==> config.mk <==
export PLATFORM = sky130hd
export DESIGN_NAME = writeback_stage
export DESIGN_NICKNAME = d
export VERILOG_FILES = /design/src/rtl/writeback_stage_pkg.sv /design/src/rtl/writeback_stage_load_aligner.sv /design/src/rtl/writeback_stage.sv
export SDC_FILE = /design/constraint.sdc
export NUM_CORES = 1
export LEC_CHECK = 0
export ABC_AREA = 1
export CAP_MARGIN = 20
export CORE_ASPECT_RATIO = 0.75
export CORE_MARGIN = 2
export CORE_UTILIZATION = 35
export DETAILED_ROUTE_END_ITERATION = 6
export GPL_ROUTABILITY_DRIVEN = 0
export PLACE_DENSITY_LB_ADDON = 0.15
export SYNTH_ARGS = -nofsm -noshare
export SYNTH_HDL_FRONTEND = slang
export SYNTH_HIERARCHICAL = 1
export SYNTH_SLANG_ARGS = --single-unit
==> constraint.sdc <==
create_clock -name clk -period 11.9 [get_ports clk]
set_input_delay 2.38 -clock clk [delete_from_list [all_inputs] [get_ports clk]]
set_output_delay 2.38 -clock clk [all_outputs]
set_load 0.01 [all_outputs]
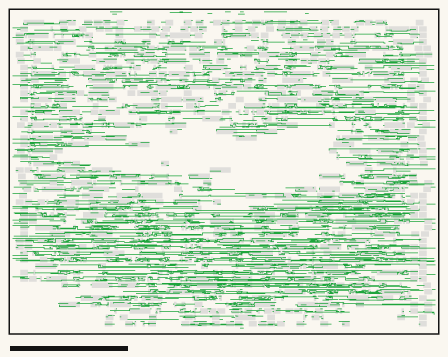
**Above:** signal wires on met1.
Bar = 50 um.
share of all routed wire = 47%
main direction = horizontal
wire length on this layer = 12100 um
longest straight run = 62.6 um
nets with wire on the layer = 1261
DRT Wirelength: 25450 um
M1 GR Usage: 29.10%
vias post-DR: 7219

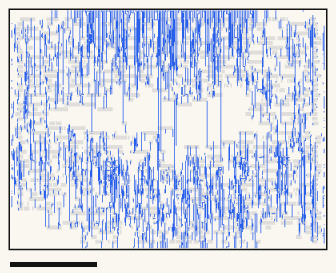
**Above:** signal wires on met2.
Bar = 50 um.
longest straight run = 81.1 um
wire length on this layer = 11100 um
met2 Usage GRT: 30.12%

==> summary.txt <==
Flow results are below.

- The post-synthesis instance area is 8289 um^2, for reference.
- STA lists the maximum fanout along the critical path as 24.
- The wire length on met2 is 11060 um, for reference.
- The global-route met3 utilization is under 10%, for reference.
- The logic share of the area is 26.59%, for reference.
- The flow ran to the end, and the final reports show no timing, DRC or antenna violations.
- The count of placed standard cells in the final layout, fillers left out is 1587, for reference.
- The pin count of the biggest net entering global routing is approximately 94, for reference.
- The power dissipated by switching net loads is 495.1 uW, for reference.
- The flip-flop and latch count after synthesis is 149, for reference.
- The proportion of layout cells with a drive suffix above 1 is 7.465%, for reference.
- The internal reg-to-reg setup slack is slightly above 10 ns, for reference.
- Per the final report, the share of cell area in clock cells is 4.852%.
- The fmax is 133.3 MHz, for reference.
- In this run the standard cell core region covers between 20000 and 25000 um^2.
- The library cells used most frequently in the layout, excluding fill and tap cells, are nand2_1, clkdlybuf4s50_1, dfrtp_1.
- The routed design shows a wire length per standard cell of 16.04 um.
- The number of buffers inserted by hold repair at cts is 0, for reference.
- The number of cells upsized or downsized after cts is 0, for reference.
- Between clock sinks in the finished design, the worst skew comes to ~0.012 ns.
- The startpoint type of the worst setup path is an input pin, for reference.
- Per report_power, the combinational group accounts for 27.8% of the total.
- The critical path endpoint has a required time of 9.52 ns.
- At the worst endpoint, the arrival time is 5.12 ns.
- The final design was reported to hold multi-input combinational gates totalling 678.
- The non-clock buffer instance count of the final layout is between 300 and 400, for reference.
- The number of setup buffers added after CTS is 0, for reference.
- The initial utilization of the core area, before any placement, comes to 35.85%.
- The yosys warning tally is 6, for reference.
- The depth of the worst hold-timing path is 2, for reference.
- Per the finish-stage timing summary, setup violations number 0.
- Among logic cells in the layout, the one with the most instances is nand2_1.
- The layout has 85 inverters outside the clock class.
- Final hold analysis gives a worst-case slack of 0.4761 ns.
- The number of antenna violations at the first check in global routing is 1, for reference.
- The fraction of synthesized cell area taken by the top area cell type is 44.98%, for reference.
- The total number of placement rows is 48, for reference.
- The horizontal die dimension is 181.7 um, for reference.
- By count the netlist is led by nand2_1, dfrtp_1, buf_4, o21ai_0, inv_1.
- STA classifies the critical path endpoint as an output port.
- The non-clock buffer area fraction after layout is 29.92%, for reference.
- The post-synth area from yosys stat is 8289 um^2, for reference.
- The later-pin clock latency in the skew report is 0.43 ns, for reference.
power by group through the flow:
stage / Combinational [uW] / Sequential, uW / Clock [uW]
final: 437 / 617 / 517
after global placement: 429 / 628 / 0
after CTS: 434 / 621 / 531
after global routing: 480 / 626 / 552
after floorplan: 261 / 618 / 0
after detailed placement: 432 / 630 / 0
worst max-delay path: cells and delay by family:
family | cells | cell delay, ns
AOI/OAI and AO/OA | 3 | 0.85
buffers and inverters | 3 | 1.13
and+or+nand+nor | 4 | 0.76
cells by family after synthesis:
kind of cell	count (synthesis)	share of synthesized area, %
and+or+nand+nor	536	26.91
xor gates and xnor gates	4	0.4227
AOI/OAI and AO/OA	138	9.374
DFF	149	44.98
buffers and inverters	257	18.31
Power and IR drop assume default switching activity.
